File: src/rtl/seq_pkg.sv
// Shared types for the instruction sequencer: FSM state encoding and
// issue-mode constants.
package seq_pkg;

    typedef enum logic [1:0] {
        IDLE  = 2'd0,
        ARM   = 2'd1,
        ISSUE = 2'd2,
        DONE  = 2'd3
    } state_e;

    localparam logic MODE_STEP = 1'b0;
    localparam logic MODE_RUN  = 1'b1;

endpackage

File: src/rtl/edge_rise.sv
// Synchronous rising-edge detector. The history flop resets to 1 so a
// level already high when reset releases produces no edge.
module edge_rise (
    input  logic clk_i,
    input  logic rst_i,
    input  logic level_i,
    output logic edge_o
);

    logic prev_q;

    always_ff @(posedge clk_i) begin
        if (rst_i) begin
            prev_q <= 1'b1;
        end else begin
            prev_q <= level_i;
        end
    end

    assign edge_o = level_i & ~prev_q;

endmodule

File: src/rtl/instr_sequencer.sv
// Program sequencer: small instruction memory issued over valid/ready in
// step or run mode. Define SEQ_ISSUE_COUNT_EN to add the issue_cnt output.
module instr_sequencer
    import seq_pkg::*;
#(
    parameter int INSTR_W = 22,
    parameter int DEPTH   = 32,
    parameter int PC_W    = $clog2(DEPTH)
) (
    input  logic               clk,
    input  logic               rst,
    input  logic               mode,
    input  logic               loop_en,
    input  logic [PC_W:0]      prog_len,
    input  logic               start,
    input  logic               step,
    input  logic               abort,
    input  logic               wr_en,
    input  logic [PC_W-1:0]    wr_addr,
    input  logic [INSTR_W-1:0] wr_data,
    output logic [INSTR_W-1:0] instr_data,
    output logic               instr_valid,
    input  logic               instr_ready,
    output logic [PC_W-1:0]    pc,
    output logic               busy,
    output logic               done
`ifdef SEQ_ISSUE_COUNT_EN
    ,
    output logic [15:0]        issue_cnt
`endif
);

    localparam logic [PC_W:0] DEPTH_L = (PC_W + 1)'(DEPTH);

    logic [INSTR_W-1:0] mem_q [DEPTH];

    state_e        state_q;
    logic [PC_W-1:0] pc_q;
    logic [PC_W:0] len_q;
    logic [PC_W:0] len_d;
    logic          mode_q;
    logic          loop_q;
    logic          valid_q;
    logic          busy_q;
    logic          done_q;
    logic          start_edge;
    logic          step_edge;
    logic          hs;
    logic          last;

    edge_rise u_start_edge (
        .clk_i   (clk),
        .rst_i   (rst),
        .level_i (start),
        .edge_o  (start_edge)
    );

    edge_rise u_step_edge (
        .clk_i   (clk),
        .rst_i   (rst),
        .level_i (step),
        .edge_o  (step_edge)
    );

    assign len_d = (prog_len > DEPTH_L) ? DEPTH_L : prog_len;
    assign hs    = valid_q & instr_ready;
    assign last  = ({1'b0, pc_q} == (len_q - 1'b1));

    // Program is frozen while a run is in flight.
    always_ff @(posedge clk) begin
        if (wr_en && !busy_q) begin
            mem_q[wr_addr] <= wr_data;
        end
    end

    always_ff @(posedge clk) begin
        if (rst) begin
            state_q <= IDLE;
            pc_q    <= '0;
            len_q   <= '0;
            mode_q  <= MODE_STEP;
            loop_q  <= 1'b0;
            valid_q <= 1'b0;
            busy_q  <= 1'b0;
            done_q  <= 1'b0;
        end else if (abort) begin
            state_q <= IDLE;
            pc_q    <= '0;
            valid_q <= 1'b0;
            busy_q  <= 1'b0;
            done_q  <= 1'b0;
        end else begin
            unique case (state_q)
                IDLE, DONE: begin
                    if (start_edge) begin
                        mode_q <= mode;
                        loop_q <= loop_en;
                        len_q  <= len_d;
                        pc_q   <= '0;
                        done_q <= 1'b0;
                        if (len_d == '0) begin
                            state_q <= DONE;
                            done_q  <= 1'b1;
                        end else if (mode == MODE_RUN) begin
                            state_q <= ISSUE;
                            valid_q <= 1'b1;
                            busy_q  <= 1'b1;
                        end else begin
                            state_q <= ARM;
                            busy_q  <= 1'b1;
                        end
                    end
                end
                ARM: begin
                    if (step_edge) begin
                        state_q <= ISSUE;
                        valid_q <= 1'b1;
                    end
                end
                ISSUE: begin
                    if (hs) begin
                        if (last && !loop_q) begin
                            state_q <= DONE;
                            valid_q <= 1'b0;
                            busy_q  <= 1'b0;
                            done_q  <= 1'b1;
                        end else begin
                            pc_q <= last ? '0 : pc_q + 1'b1;
                            if (mode_q == MODE_STEP) begin
                                state_q <= ARM;
                                valid_q <= 1'b0;
                            end
                        end
                    end
                end
                default: begin
                    state_q <= IDLE;
                end
            endcase
        end
    end

`ifdef SEQ_ISSUE_COUNT_EN
    logic [15:0] cnt_q;

    // An aborted cycle's handshake was still taken by the coprocessor.
    always_ff @(posedge clk) begin
        if (rst) begin
            cnt_q <= '0;
        end else if (!abort && start_edge &&
                     (state_q == IDLE || state_q == DONE)) begin
            cnt_q <= '0;
        end else if (hs) begin
            cnt_q <= cnt_q + 16'd1;
        end
    end

    assign issue_cnt = cnt_q;
`endif

    assign instr_data  = mem_q[pc_q];
    assign instr_valid = valid_q;
    assign pc          = pc_q;
    assign busy        = busy_q;
    assign done        = done_q;

endmodule

File: config.mk
export PLATFORM = sky130hd
export DESIGN_NAME = instr_sequencer
export DESIGN_NICKNAME = d
export VERILOG_FILES = /design/src/rtl/seq_pkg.sv /design/src/rtl/edge_rise.sv /design/src/rtl/instr_sequencer.sv
export SDC_FILE = /design/constraint.sdc
export NUM_CORES = 1
export LEC_CHECK = 0
export CORE_MARGIN = 4
export CORE_UTILIZATION = 40
export DETAILED_ROUTE_END_ITERATION = 8
export MAX_ROUTING_LAYER = met4
export SYNTH_ARGS = -nofsm -noshare
export SYNTH_HDL_FRONTEND = slang
export SYNTH_SLANG_ARGS = --single-unit
File: constraint.sdc
create_clock -name clk -period 7.4 [get_ports clk]
set_clock_uncertainty 0.15 [all_clocks]
set_input_delay 1.11 -clock clk [delete_from_list [all_inputs] [get_ports clk]]
set_output_delay 1.11 -clock clk [all_outputs]
set_load 0.01 [all_outputs]
Fig. 1: run 1, supply network
Scale bar: 100 um. Pins as bars on the die edge. Tap cells in grey.
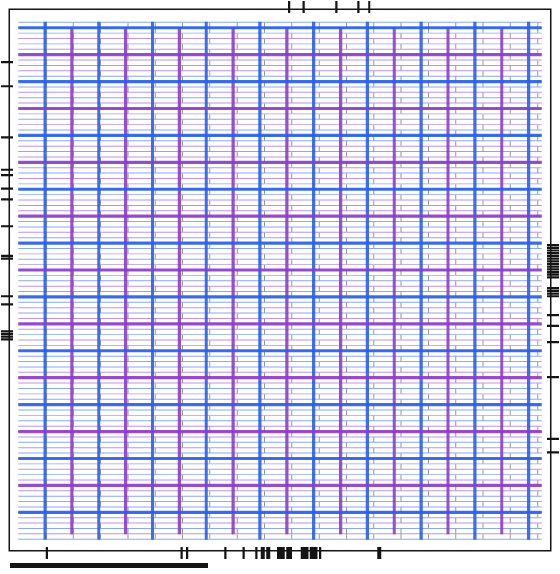
[VDD] purple
[VSS] blue
signal pins: 72
met5 straps: 19
tap cells: 931
met1 rails: 97
rows: 96
die height: 273 um
Die Width: 273 um
worst vdd ir: 0.195 mV

Fig. 2: run 1, cells coloured by class
Scale bar: 100 um.
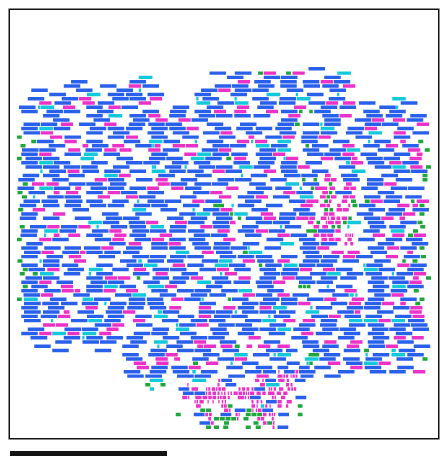
[sequential cells] blue | cells: 729
[remaining buffers and delay cells] green | cells: 102
[combinational and other logic] magenta | cells: 405
[clock drivers and dummy loads] cyan | cells: 134
Rows: 96
design area: 0.0324 sq mm

Fig. 3: run 1, clock distribution
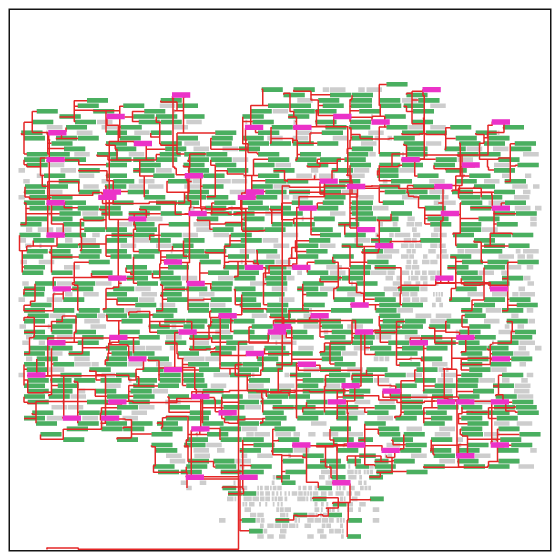
[flip-flops] green | count: 729
[clock wires] red | length: 8430 um
[clock drivers] magenta | count: 75
routed clock nets: 76
clk latency late pin: 0.61 ns
Power Clock: 0.00349 W
clock network power share: 42.0%

==> results.py, run 1 <==
# Metrics from the implementation run
metrics = {
    "global_route": {
        "grt_util_met3_pct": 3.60,
        "grt.busiest_layer": "met2",
        "grt_pass1_wl_um": 95100,
        "antenna_found_initial": 2,
    },
    "critical_path": {
        "slowest_delay_ns": 1.02,
        "critPathBufInv": 2,
        "worst_r2r_endpoint": "mem_q[27][7]",
        "critical_path.endpoint": "instr_data[18]",
        "r2r_cells": 2,
        "cp-end-kind": "output port",
        "cp.required_ns": 6.14,
    },
    "synthesis": {
        "ys_area_sq_mm": 0.0280,
        "synthTopCellsByArea": "edfxtp_1 (75%), mux4_2 (18%), dfxtp_1 (1.8%)",
        "flop_cell": "edfxtp_1",
        "ys_async_sr_fraction_pct": 0,
        "avgSynthCellArea_sq_um": 23.5,
        "syn_nets": 1237,
        "synth_flops": 729,
        "ys_seq_share_pct": 77.2,
        "mux_share_pct": 18.7,
        "synthCells": 1191,
        "yosys.cell_types.count": 46,
    },
    "layout": {
        "lay_top_cells": "edfxtp_1 (704), mux4_2 (220), clkbuf_16 (77)",
        "layout-drive-gt1-share_pct": 30.1,
        "num-multi-input-gates": 396,
        "layout.nonclk_buf_share_pct": 3.03,
        "largestClassByArea": "sequential cells",
        "fin_util_pct": 46.9,
        "antenna_cells": 1,
        "largest_register_ffs": 704,
        "layout.area.comb_sq_mm": 0.00631,
        "comb_share_pct": 19.5,
        "syn2layout_area_growth_pct": 15.5,
        "largest_register": "mem_q",
        "nNonClkInverters": 9,
    },
    "detailed_routing": {
        "maxUsedRoutingLayer": "met4",
        "wire_per_inst_um": 28.8,
        "route.met3.wl_um": 4120,
        "vias": 13000,
        "wl_um": 66300,
        "post_drt_via_cell_ratio": 5.64,
        "drc": 0,
    },
    "run": {
        "drv_cap": 0,
        "warning_count": 29,
    },
    "final_timing": {
        "rsz0062_at_grt": "no",
        "drv_slew": 0,
        "hold_viol": 0,
        "max_freq_mhz": 186,
        "fin_crit_sh_pct": 72.5,
        "finalSetupViolations": 0,
    },
    "power": {
        "p_leak_nw": 9.55,
        "combPwrFrac_pct": 2.9,
        "power_leader": "registers",
        "power_frac_seq_pct": 55.1,
        "swShare_pct": 20.3,
        "total_power_w": 0.00830,
    },
    "floorplanning": {
        "die_area_sq_mm": 0.0744,
        "initial_utilization_pct": 40.6,
    },
    "placement": {
        "place_hpwl_um": 34100,
        "placed_cells": 2167,
    },
    "clocking": {
        "clk_path_buf_depth": 3,
        "cts_tree": "yes",
        "clk_root_buffer_cell": "clkbuf_16",
        "cts.sink_count": 729,
        "ctsHoldBuffers": 0,
    },
    "status": {
        "status": "finished clean",
    },
}
==> run 2: changes to the inputs <==
==> constraint.sdc (replaced) <==
create_clock -name clk -period 4.42 [get_ports clk]
set_clock_uncertainty 0.15 [all_clocks]
set_input_delay 0.663 -clock clk [delete_from_list [all_inputs] [get_ports clk]]
set_output_delay 0.663 -clock clk [all_outputs]
set_load 0.01 [all_outputs]
Fig. 4: run 2, supply network
Scale bar: 100 um. Pins as bars on the die edge. Tap cells in grey.
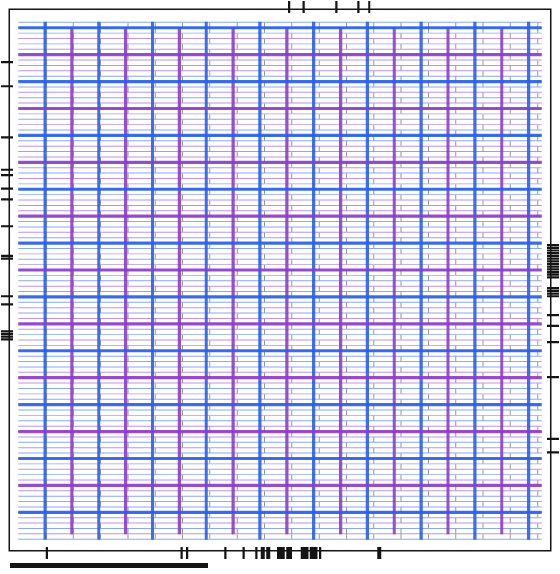
[VSS] blue
[VDD] purple
tap cells: 931
met1 rails: 97
signal pins: 72
worst vdd ir: 0.307 mV
Core Area: 0.0691 sq mm

Fig. 5: run 2, track usage over the die
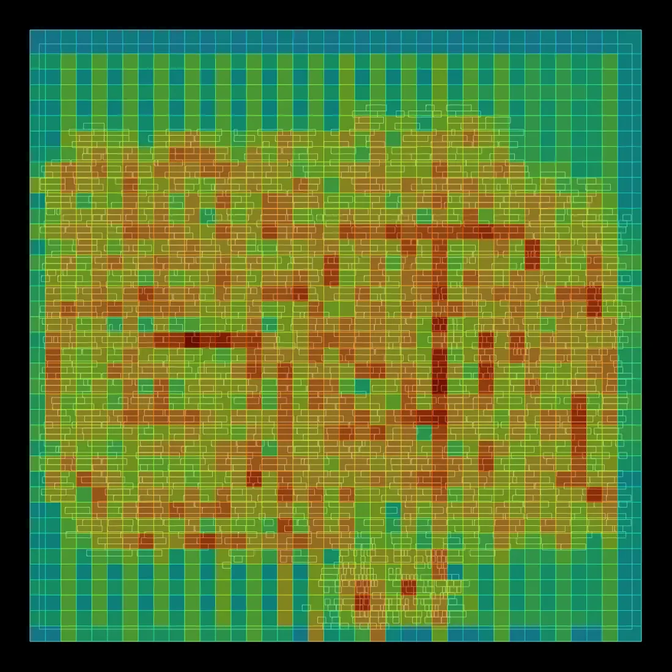
met2 GRT Util: 28.1%
Total Routing Usage GR: 18.4%
met3 Resource Use GR: 3.86%

==> run 2 against run 1 <==
Non-clock buffer count increased by 20. First-iteration DRC count increased by 5.0%. Routed wire length decreased by 0.86%. Register-to-register slack got worse by 2.6 ns. Combinational power increased by 75%. Area after synthesis unchanged. Utilization increased by 0.46 points. Critical path depth unchanged. Clock power increased by 65%. Worst hold slack got worse by 0.0058 ns. Global-route usage about the same. Largest cell class unchanged. Largest power group unchanged.
==> results.py, run 2 <==
# Metrics from the implementation run
metrics = {
    "layout": {
        "comb_share_pct": 19.3,
        "fin_util_pct": 47.3,
        "lay_top_cells": "edfxtp_1 (704), mux4_2 (220), clkbuf_16 (74)",
        "design_area_sq_mm": 0.0327,
        "antenna_cells": 0,
        "largestClassByArea": "sequential cells",
        "syn2layout_area_growth_pct": 16.6,
        "flops": 729,
        "num-multi-input-gates": 396,
        "largest_register_ffs": 704,
        "layout.area.comb_sq_mm": 0.00631,
        "largest_register": "mem_q",
        "layout.nonclk_buf_share_pct": 4.13,
    },
    "global_route": {
        "antenna_found_initial": 1,
        "grt_pass1_wl_um": 95300,
        "grt.busiest_layer": "met2",
    },
    "detailed_routing": {
        "drc": 0,
        "wire_per_inst_um": 28.4,
        "wl_um": 65700,
        "maxUsedRoutingLayer": "met4",
        "vias": 13000,
        "post_drt_via_cell_ratio": 5.61,
        "route.met3.wl_um": 4510,
    },
    "final_timing": {
        "hold_viol": 0,
        "rsz0062_at_grt": "no",
        "finalSetupViolations": 0,
        "max_freq_mhz": 234,
        "fin_crit_sh_pct": 96.7,
    },
    "critical_path": {
        "cp.required_ns": 3.61,
        "critical_path.endpoint": "instr_data[15]",
        "slowest_delay_ns": 0.56,
        "cp-end-kind": "output port",
        "crit_chain": "buf_16, mux4_2, mux4_2, mux2_2, clkdlybuf4s50_1",
        "worst_r2r_endpoint": "mem_q[16][10]",
        "r2r_cells": 4,
        "critPathBufInv": 2,
    },
    "synthesis": {
        "mux_share_pct": 18.7,
        "yosys.cell_types.count": 46,
        "ys_area_sq_mm": 0.0280,
        "ys_async_sr_fraction_pct": 0,
        "avgSynthCellArea_sq_um": 23.5,
        "synth_flops": 729,
    },
    "status": {
        "status": "finished clean",
    },
    "placement": {
        "placed_cells": 2187,
        "place_hpwl_um": 36400,
    },
    "run": {
        "warning_count": 27,
        "drv_cap": 0,
    },
    "floorplanning": {
        "num_rows": 96,
        "die_area_sq_mm": 0.0744,
        "die_x_um": 273,
        "initial_utilization_pct": 40.6,
        "dieHeight_um": 273,
    },
    "clocking": {
        "clk_path_buf_depth": 3,
        "cts_tree": "yes",
        "cts.sink_count": 729,
        "ctsHoldBuffers": 0,
        "clock_latency_ns": 0.60,
        "clk_root_buffer_cell": "clkbuf_16",
    },
    "power": {
        "power_leader": "registers",
        "swShare_pct": 20.5,
        "power_frac_seq_pct": 55.3,
        "pg_clk_w": 0.00576,
        "combPwrFrac_pct": 3.1,
        "power.share.clock_pct": 41.7,
        "power_density_mw_per_mm2": 423,
        "p_leak_nw": 9.69,
    },
}
==> run 3: changes to the inputs <==
--- a/config.mk
+++ b/config.mk
@@ -5,10 +5,11 @@
 export SDC_FILE = /design/constraint.sdc
 export NUM_CORES = 1
 export LEC_CHECK = 0
-export CORE_MARGIN = 4
-export CORE_UTILIZATION = 40
+export CORE_UTILIZATION = 50
 export DETAILED_ROUTE_END_ITERATION = 8
 export MAX_ROUTING_LAYER = met4
+export PLACE_DENSITY = 0.69
+export RECOVER_POWER = 50
 export SYNTH_ARGS = -nofsm -noshare
 export SYNTH_HDL_FRONTEND = slang
 export SYNTH_SLANG_ARGS = --single-unit
Fig. 6: run 3, supply network
Scale bar: 50 um. Pins as bars on the die edge. Tap cells in grey.
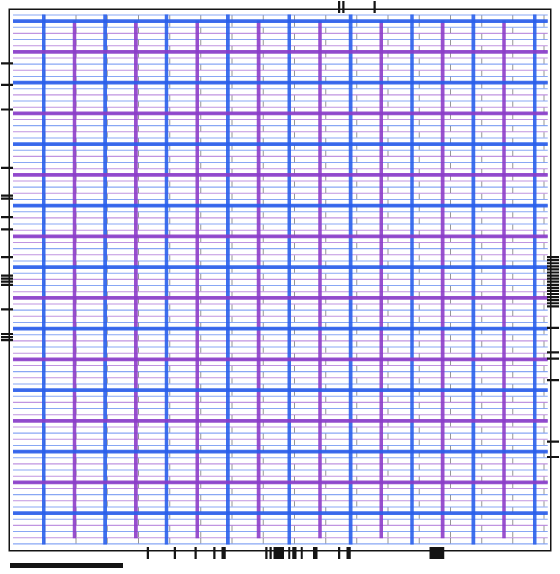
worst vdd ir: 0.352 mV
Die Width: 239 um
die height: 239 um

==> run 3 against run 2 <==
Combinational power shrank 4%. Final area shrank 1.0%. Critical path depth is the same. Die size shrank 23%. Critical path type unchanged. Sequential share of layout area grew 0.70 points. Largest cell class unchanged.
==> results.py, run 3 <==
# Metrics from the implementation run
metrics = {
    "layout": {
        "layout.nonclk_buf_share_pct": 4.31,
        "layout-drive-gt1-share_pct": 31.0,
        "syn2layout_area_growth_pct": 15.4,
        "layout.area.comb_sq_mm": 0.00616,
        "comb_share_pct": 19.0,
        "flops": 729,
        "lay_top_cells": "edfxtp_1 (704), mux4_2 (220), clkbuf_16 (73)",
        "seq_area_share_pct": 66.9,
        "antenna_cells": 1,
        "largest_register_ffs": 704,
        "largest_register": "mem_q",
        "mostFrequentLayoutCell": "edfxtp_1",
        "clock_cell_area_share_pct": 6.73,
        "fill_cells": 3918,
        "largestClassByArea": "sequential cells",
        "layout.nets": 1386,
        "fin_util_pct": 58.5,
        "num-multi-input-gates": 396,
        "design_area_sq_mm": 0.0324,
        "final_cells": 2136,
        "clock_buffers": 88,
    },
    "synthesis": {
        "mux_share_pct": 18.7,
        "synthTopCellsByCount": "edfxtp_1 (704), mux4_2 (220), nor2_1 (44)",
        "flop_cell": "edfxtp_1",
        "ys_seq_share_pct": 77.2,
        "yosys.cell_types.count": 46,
        "synth-edff-count": 704,
        "ys_async_sr_fraction_pct": 0,
        "avgSynthCellArea_sq_um": 23.5,
        "ys_area_sq_mm": 0.0280,
        "largest_area_cell": "edfxtp_1",
        "synth_flops": 729,
        "ys_sh_aoi_pct": 0.799,
        "yosysCellCount": 1191,
        "yosysWarnings": 0,
    },
    "floorplanning": {
        "num_rows": 86,
        "ios": 72,
        "initial_utilization_pct": 50.7,
        "core_area_sq_mm": 0.0553,
        "die_area_sq_mm": 0.0570,
    },
    "critical_path": {
        "critPathBufInv": 2,
        "reg2reg_slack_ns": 1.80,
        "slowest_delay_ns": 0.55,
        "cp-end-kind": "output port",
        "r2r_cells": 4,
        "slowest_stage": "mux4_2",
        "worst_r2r_endpoint": "mem_q[12][5]",
        "crit_fanout": 31,
        "crit_chain": "buf_12, mux4_2, mux4_2, mux2_2, clkdlybuf4s50_1",
        "critPathTopFamily": "multiplexers",
        "critical_path.endpoint": "instr_data[1]",
        "criticalPathCategory": "register to output port",
        "start_kind": "register",
        "reg2reg_from": "busy",
        "cp.required_ns": 3.61,
    },
    "detailed_routing": {
        "wl_um": 61800,
        "wire_per_inst_um": 28.9,
        "m1WireLength_um": 25200,
        "route.met3.wl_um": 4510,
        "drc": 0,
        "firstDrtPassIters": 5,
        "drtIter0Drc": 1316,
        "vias": 12900,
        "post_drt_via_cell_ratio": 6.03,
        "maxUsedRoutingLayer": "met4",
    },
    "global_route": {
        "antenna_found_initial": 3,
        "grt_pass1_wl_um": 89900,
        "grt_max_degree": 44,
        "grt_pass1_vias": 13100,
        "met2_usage_pct": 35.6,
        "grtUsageTotal_pct": 23.2,
        "grt_util_met3_pct": 4.49,
        "grt.busiest_layer": "met2",
    },
    "power": {
        "power_frac_seq_pct": 55.3,
        "total_power_w": 0.0138,
        "combPwrFrac_pct": 2.9,
        "powerSeq_w": 0.00764,
        "power.switching_w": 0.00271,
        "swShare_pct": 19.6,
        "power_leader": "registers",
        "p_leak_nw": 9.71,
        "power_density_mw_per_mm2": 427,
    },
    "clocking": {
        "htree_levels": 3,
        "postCtsSetupRepairBufs": 0,
        "cts_tree": "yes",
        "clk_path_buf_depth": 3,
        "clk_root_buffer_cell": "clkbuf_16",
        "ctsHoldBuffers": 0,
        "cts.sink_count": 729,
        "cts_buffers": 72,
    },
    "final_timing": {
        "hold_viol": 0,
        "max_freq_mhz": 240,
        "fin_crit_sh_pct": 94.3,
        "whs_ns": 0.310,
        "tightest_slew_ns": 1.11,
        "setup_tns_ns": 0,
        "rsz0062_at_grt": "no",
        "drv_slew": 0,
        "finalSetupViolations": 0,
        "min_period_ns": 4.17,
    },
    "run": {
        "warning_count": 27,
        "drv_cap": 0,
    },
    "hold_path": {
        "worstHoldStart": "mode_q",
        "hold_end": "mode_q",
        "hold_class": "register to register",
    },
    "status": {
        "status": "finished clean",
    },
    "placement": {
        "place_hpwl_um": 34400,
        "placed_cells": 2014,
    },
}
Fig. 7: run 3, clock distribution
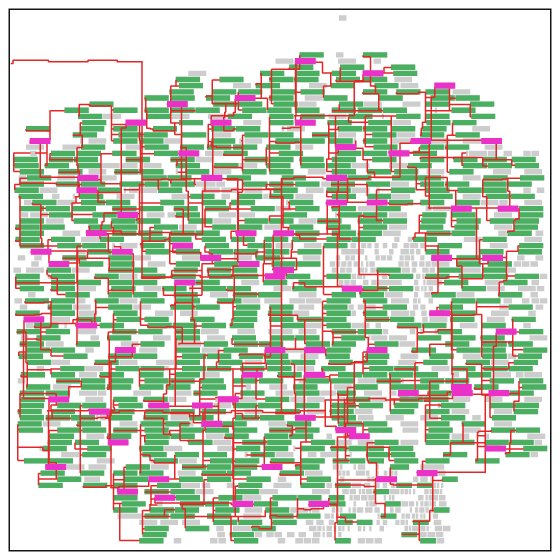
[flip-flops] green | count: 729
[clock wires] red | length: 7820 um
[clock drivers] magenta | count: 72
routed clock nets: 73
clk latency late pin: 0.59 ns
Power Clock: 0.00577 W
clock network power share: 41.8%


==> notes/layouts.md <==
Pictures saved along the way, in no particular order.

Signal wires by layer.
(a)
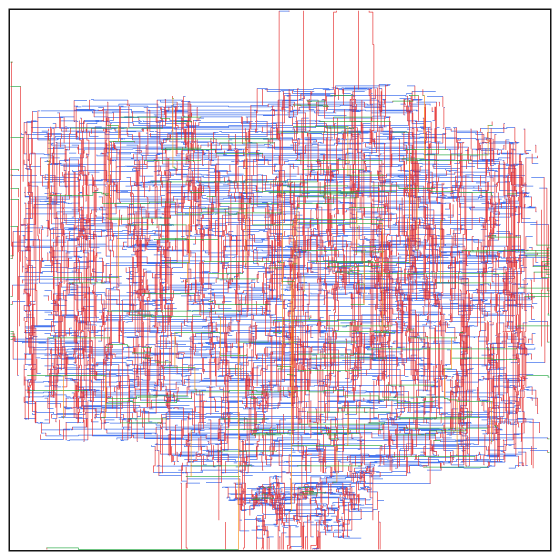
(b)
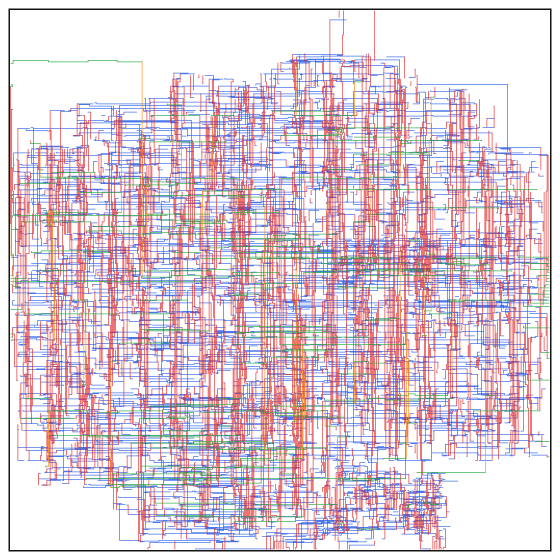
(a): run 1
(b): run 3

Key to (a):
[metal 4] orange | wire length: 1200 um
[metal 1] blue | wire length: 29.5 mm
[metal 3] green | wire length: 4120 um
[metal 2] red | wire length: 31.5 mm

Power and IR drop assume default switching activity.
